### src/rtl/pipe_pkg.sv
// Shared definitions for the ID/EX pipeline register.
//   ex_ctrl_t   : EX control bundle, bit-compatible with the 4-bit EX_control
//                 input ([3]=alu_src, [2:1]=alu_op, [0]=reg_dst).
//   EX_*        : bit positions of each field inside EX_control.
//   BUBBLE_CTRL : EX control value loaded on a bubble (a no-op).
package pipe_pkg;

    localparam int EX_W       = 4;
    localparam int EX_REG_DST = 0;
    localparam int EX_ALU_OP  = 1;  // LSB of the 2-bit AluOp field
    localparam int EX_ALU_SRC = 3;

    typedef struct packed {
        logic       alu_src;
        logic [1:0] alu_op;
        logic       reg_dst;
    } ex_ctrl_t;

    localparam ex_ctrl_t BUBBLE_CTRL = '0;

endpackage

### src/rtl/sat_counter.sv
// Saturating up-counter used for pipeline performance statistics.
//   clk   : rising-edge clock
//   rst   : synchronous reset, active-high, clears the count
//   inc   : add one on this edge (ignored once the count is all ones)
//   count : current value; sticks at 2^CNT_W-1 and never wraps
module sat_counter #(
    parameter int CNT_W = 16
) (
    input  logic             clk,
    input  logic             rst,
    input  logic             inc,
    output logic [CNT_W-1:0] count
);

    localparam logic [CNT_W-1:0] ONE = 1;

    // NOTE: state registers use non-blocking assignments so every flop samples
    // pre-edge values, independent of the order the always blocks evaluate in.
    always_ff @(posedge clk) begin
        if (rst) begin
            count <= '0;
        end else if (inc && (count != '1)) begin
            count <= count + ONE;
        end
    end

endmodule

### src/rtl/id_ex_pipe_reg.sv
// ID/EX pipeline register with valid bit, stall hold, flush bubble and
// built-in load-use hazard detection.
//   clk, rst            : clock and synchronous active-high reset
//   stall_i / flush_i   : hold all outputs / load a bubble
//   valid_i             : decode stage presents a real instruction
//   WB/M/EX_control     : control bundles from the control unit
//   pc_plus_four, read_data1/2, immediate, rs, rt, rt_extra, rd : decode data
//   valid_o and the underscore-prefixed outputs : registered EX-stage copies
//   RegDst, AluOp, AluSrc, alu_control_input    : decoded EX controls
//   hazard_stall_o      : combinational load-use stall request to PC and IF/ID
//   bubble_cnt_o        : saturating count of hazard bubbles
//   flush_cnt_o         : saturating count of flush bubbles
module id_ex_pipe_reg
    import pipe_pkg::*;
#(
    parameter int DATA_W       = 32,
    parameter int REG_W        = 5,
    parameter int WB_W         = 2,
    parameter int M_W          = 2,
    parameter int MEM_READ_BIT = 1,
    parameter int FUNCT_W      = 6,
    parameter int CNT_W        = 16
) (
    input  logic               clk,
    input  logic               rst,
    input  logic               stall_i,
    input  logic               flush_i,
    input  logic               valid_i,
    input  logic [WB_W-1:0]    WB_control,
    input  logic [M_W-1:0]     M_control,
    input  logic [EX_W-1:0]    EX_control,
    input  logic [DATA_W-1:0]  pc_plus_four,
    input  logic [DATA_W-1:0]  read_data1,
    input  logic [DATA_W-1:0]  read_data2,
    input  logic [DATA_W-1:0]  immediate,
    input  logic [REG_W-1:0]   rs,
    input  logic [REG_W-1:0]   rt,
    input  logic [REG_W-1:0]   rt_extra,
    input  logic [REG_W-1:0]   rd,
    output logic               valid_o,
    output logic [WB_W-1:0]    _WB_control,
    output logic [M_W-1:0]     _M_control,
    output logic               RegDst,
    output logic               AluSrc,
    output logic [1:0]         AluOp,
    output logic [DATA_W-1:0]  _pc_plus_four,
    output logic [DATA_W-1:0]  _read_data1,
    output logic [DATA_W-1:0]  _read_data2,
    output logic [DATA_W-1:0]  _immediate,
    output logic [FUNCT_W-1:0] alu_control_input,
    output logic [REG_W-1:0]   _rs,
    output logic [REG_W-1:0]   _rt,
    output logic [REG_W-1:0]   _rt_extra,
    output logic [REG_W-1:0]   _rd,
    output logic               hazard_stall_o,
    output logic [CNT_W-1:0]   bubble_cnt_o,
    output logic [CNT_W-1:0]   flush_cnt_o
);

    ex_ctrl_t ex_in;
    ex_ctrl_t ex_q;
    logic     capture;
    logic     bubble;
    logic     hazard_bubble;

    assign ex_in = '{alu_src: EX_control[EX_ALU_SRC],
                     alu_op:  EX_control[EX_ALU_OP +: 2],
                     reg_dst: EX_control[EX_REG_DST]};

    // A load in EX whose destination is read by the instruction in decode.
    // $zero never creates a dependency.
    assign hazard_stall_o = ~rst & valid_o & _M_control[MEM_READ_BIT] & valid_i &
                            (_rt != '0) & ((_rt == rs) | (_rt == rt));

    // A flush overrides a stall, so the register moves on either a flush or
    // whenever it is not stalled. Within a move, flush or hazard means bubble.
    assign capture       = flush_i | ~stall_i;
    assign bubble        = flush_i | hazard_stall_o;
    assign hazard_bubble = ~flush_i & ~stall_i & hazard_stall_o;

    // NOTE: data registers are reset too, so the EX stage never sees X after
    // reset even though those fields are qualified by valid_o downstream.
    always_ff @(posedge clk) begin
        if (rst) begin
            valid_o           <= 1'b0;
            _WB_control       <= '0;
            _M_control        <= '0;
            ex_q              <= BUBBLE_CTRL;
            _pc_plus_four     <= '0;
            _read_data1       <= '0;
            _read_data2       <= '0;
            _immediate        <= '0;
            alu_control_input <= '0;
            _rs               <= '0;
            _rt               <= '0;
            _rt_extra         <= '0;
            _rd               <= '0;
        end else if (capture) begin
            // Data and address fields are captured even on a bubble; they are
            // don't-care while valid_o is low.
            _pc_plus_four     <= pc_plus_four;
            _read_data1       <= read_data1;
            _read_data2       <= read_data2;
            _immediate        <= immediate;
            alu_control_input <= immediate[FUNCT_W-1:0];
            _rs               <= rs;
            _rt               <= rt;
            _rt_extra         <= rt_extra;
            _rd               <= rd;
            if (bubble) begin
                valid_o     <= 1'b0;
                _WB_control <= '0;
                _M_control  <= '0;
                ex_q        <= BUBBLE_CTRL;
            end else begin
                valid_o     <= valid_i;
                _WB_control <= WB_control;
                _M_control  <= M_control;
                ex_q        <= ex_in;
            end
        end
    end

    assign RegDst = ex_q.reg_dst;
    assign AluOp  = ex_q.alu_op;
    assign AluSrc = ex_q.alu_src;

    sat_counter #(.CNT_W(CNT_W)) u_bubble_cnt (
        .clk   (clk),
        .rst   (rst),
        .inc   (hazard_bubble),
        .count (bubble_cnt_o)
    );

    sat_counter #(.CNT_W(CNT_W)) u_flush_cnt (
        .clk   (clk),
        .rst   (rst),
        .inc   (flush_i),
        .count (flush_cnt_o)
    );

endmodule

### config.mk
export PLATFORM = sky130hd
export DESIGN_NAME = id_ex_pipe_reg
export DESIGN_NICKNAME = d
export VERILOG_FILES = /design/src/rtl/pipe_pkg.sv /design/src/rtl/sat_counter.sv /design/src/rtl/id_ex_pipe_reg.sv
export SDC_FILE = /design/constraint.sdc
export NUM_CORES = 1
export LEC_CHECK = 0
export CORE_AREA = 2 2 138 140
export DETAILED_ROUTE_END_ITERATION = 10
export DIE_AREA = 0 0 140 142
export DONT_BUFFER_PORTS = 1
export GPL_TIMING_DRIVEN = 1
export PLACE_DENSITY_LB_ADDON = 0.08
export SYNTH_ARGS = -nofsm -noshare
export SYNTH_HDL_FRONTEND = slang
export SYNTH_SLANG_ARGS = --single-unit
### constraint.sdc
create_clock -name clk -period 3.6 [get_ports clk]
set_input_delay 0.72 -clock clk [delete_from_list [all_inputs] [get_ports clk]]
set_output_delay 0.72 -clock clk [all_outputs]
set_load 0.005 [all_outputs]
==> impl_metrics.ini <==
; flow metrics
[setup_path]
crit_fanout = 11
r2r_end = u_bubble_cnt.count[6]
r2r-start = _rt[0]
slowest_delay_ps = 800
path_class = register to primary output
path_buffers = 1
critPathSlowestCell = a22oi_1

[hold_path]
hp-class = input pin to register

[clock_tree]
cts_hold_buf = 0
cts_made_buffers = 17
cts_buffer_depth = 2
numClockSinks = 189
postCtsSetupBuffers = 0

[finish]
mostFrequentLayoutCells = 305 x nand2_1, 189 x dfxtp_1, 160 x a21oi_1, 27 x nor2_1, 19 x xor2_1
final_net_count = 1024
antenna_cells = 0
flops = 189
flop_area_um2 = 3780
seq-cell-share = 0.482
lay_top_count = nand2_1

[synth]
top_cell_area_share = 0.526
common_cells = 305 x nand2_1, 189 x dfxtp_1, 160 x a21oi_1
ys_sh_mux = 0.00452
syn_inst = 905
synthTopLogicFamily = simple AND/OR/NAND/NOR gates
synthAdderAreaFrac = 0.00348
synth_nets = 1068
yosys_area_um2 = 7190
xor_share = 0.0268

[place]
placed_cells = 1076
port_buffers = 0
place_ws_ps = 746
dp_hpwl_um = 13900

[route]
drt-met1-wl_um = 7690
wl_met3_um = 2130
post-route-drc-count = 18
top_layer_used = met4
dr.pass1.iters = 8

[die]
io_pins = 357
num_tap_cells = 234

[sta]
fin_crit_sh = 0.868
hold_viol = 0
clock_skew_ps = 13.3
slew_viol_final = 0

[outcome]
violations = DRC
status = finished with violations

[global_routing]
grt_util_all_layers = 0.197
grt_pass1_wl_um = 31100
grt_start_max_net_pins = 186
top_usage_layer = met2

[power_and_ir_drop]
p_int_mw = 3.27
maxPowerGroup = registers
clockPowerShare = 0.426
p_seq_frac = 0.526
vdd_ir_drop_max_mv = 0.278

[job]
cap_violations = 0
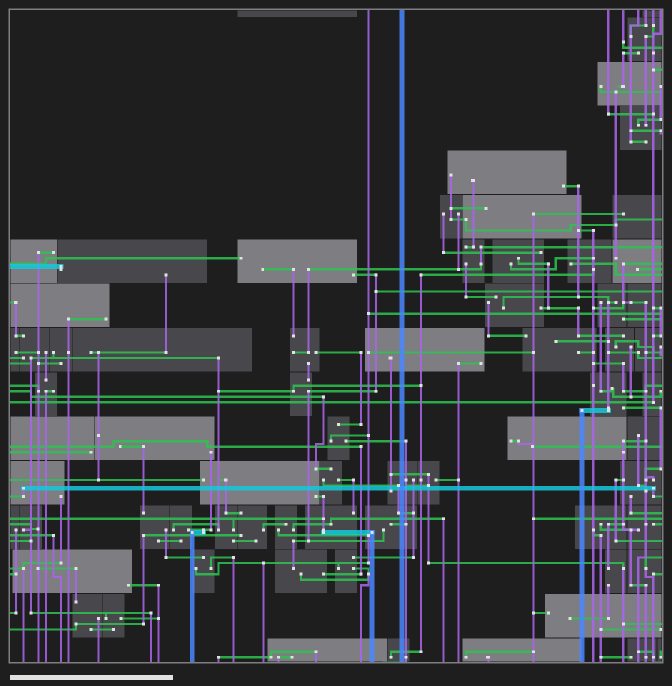
zoom.png
Scale bar: 10 um. Window x 50 to 90, y 23 to 63 um. Cells in gray, sequential cells in the stronger gray; small squares are vias.
met3 -> cyan
met2 -> purple
met1 -> green
met4 -> blue
sequential cells in the window = 14
most frequent = dfxtp_1 (14), nand2_1 (13), xor2_1 (7)
netlist names of flops here include = _read_data1 (6), u_flush_cnt.count (4), _rt (2)
cells with their middle in the window = 61

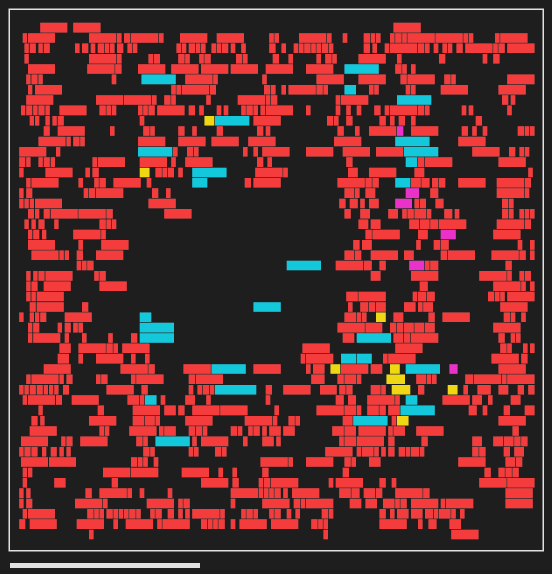
drive_strength.png
Scale bar: 50 um.
drive 3 to 4 -> yellow  # cells 9, most used buf_4
drive 6 and up -> cyan  # cells 28, most used clkbuf_16
drive 1 or less -> red  # cells 831, most used nand2_1
drive 2 -> magenta  # cells 6, most used mux2_2
setup slack after layout: 474 ps
Final Cell Area: 7850 um2
Non-CTS buffers: 5
area grow syn2layout: 9.10%

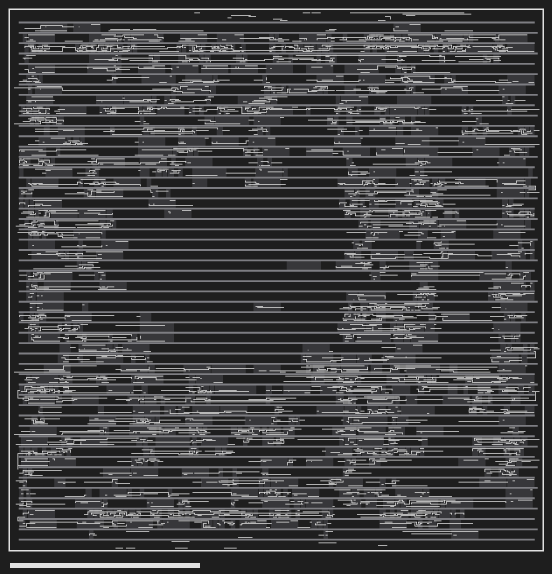
met1.png
Scale bar: 50 um. Supply wires on this layer in gray. Cells faint in the background.
longest straight run = 41.9 um
nets with wire on the layer = 925
wire length on this layer = 7690 um
main direction = horizontal
final wirelength: 20000 um
M1 GR Usage: 0.225
total number of vias: 6019

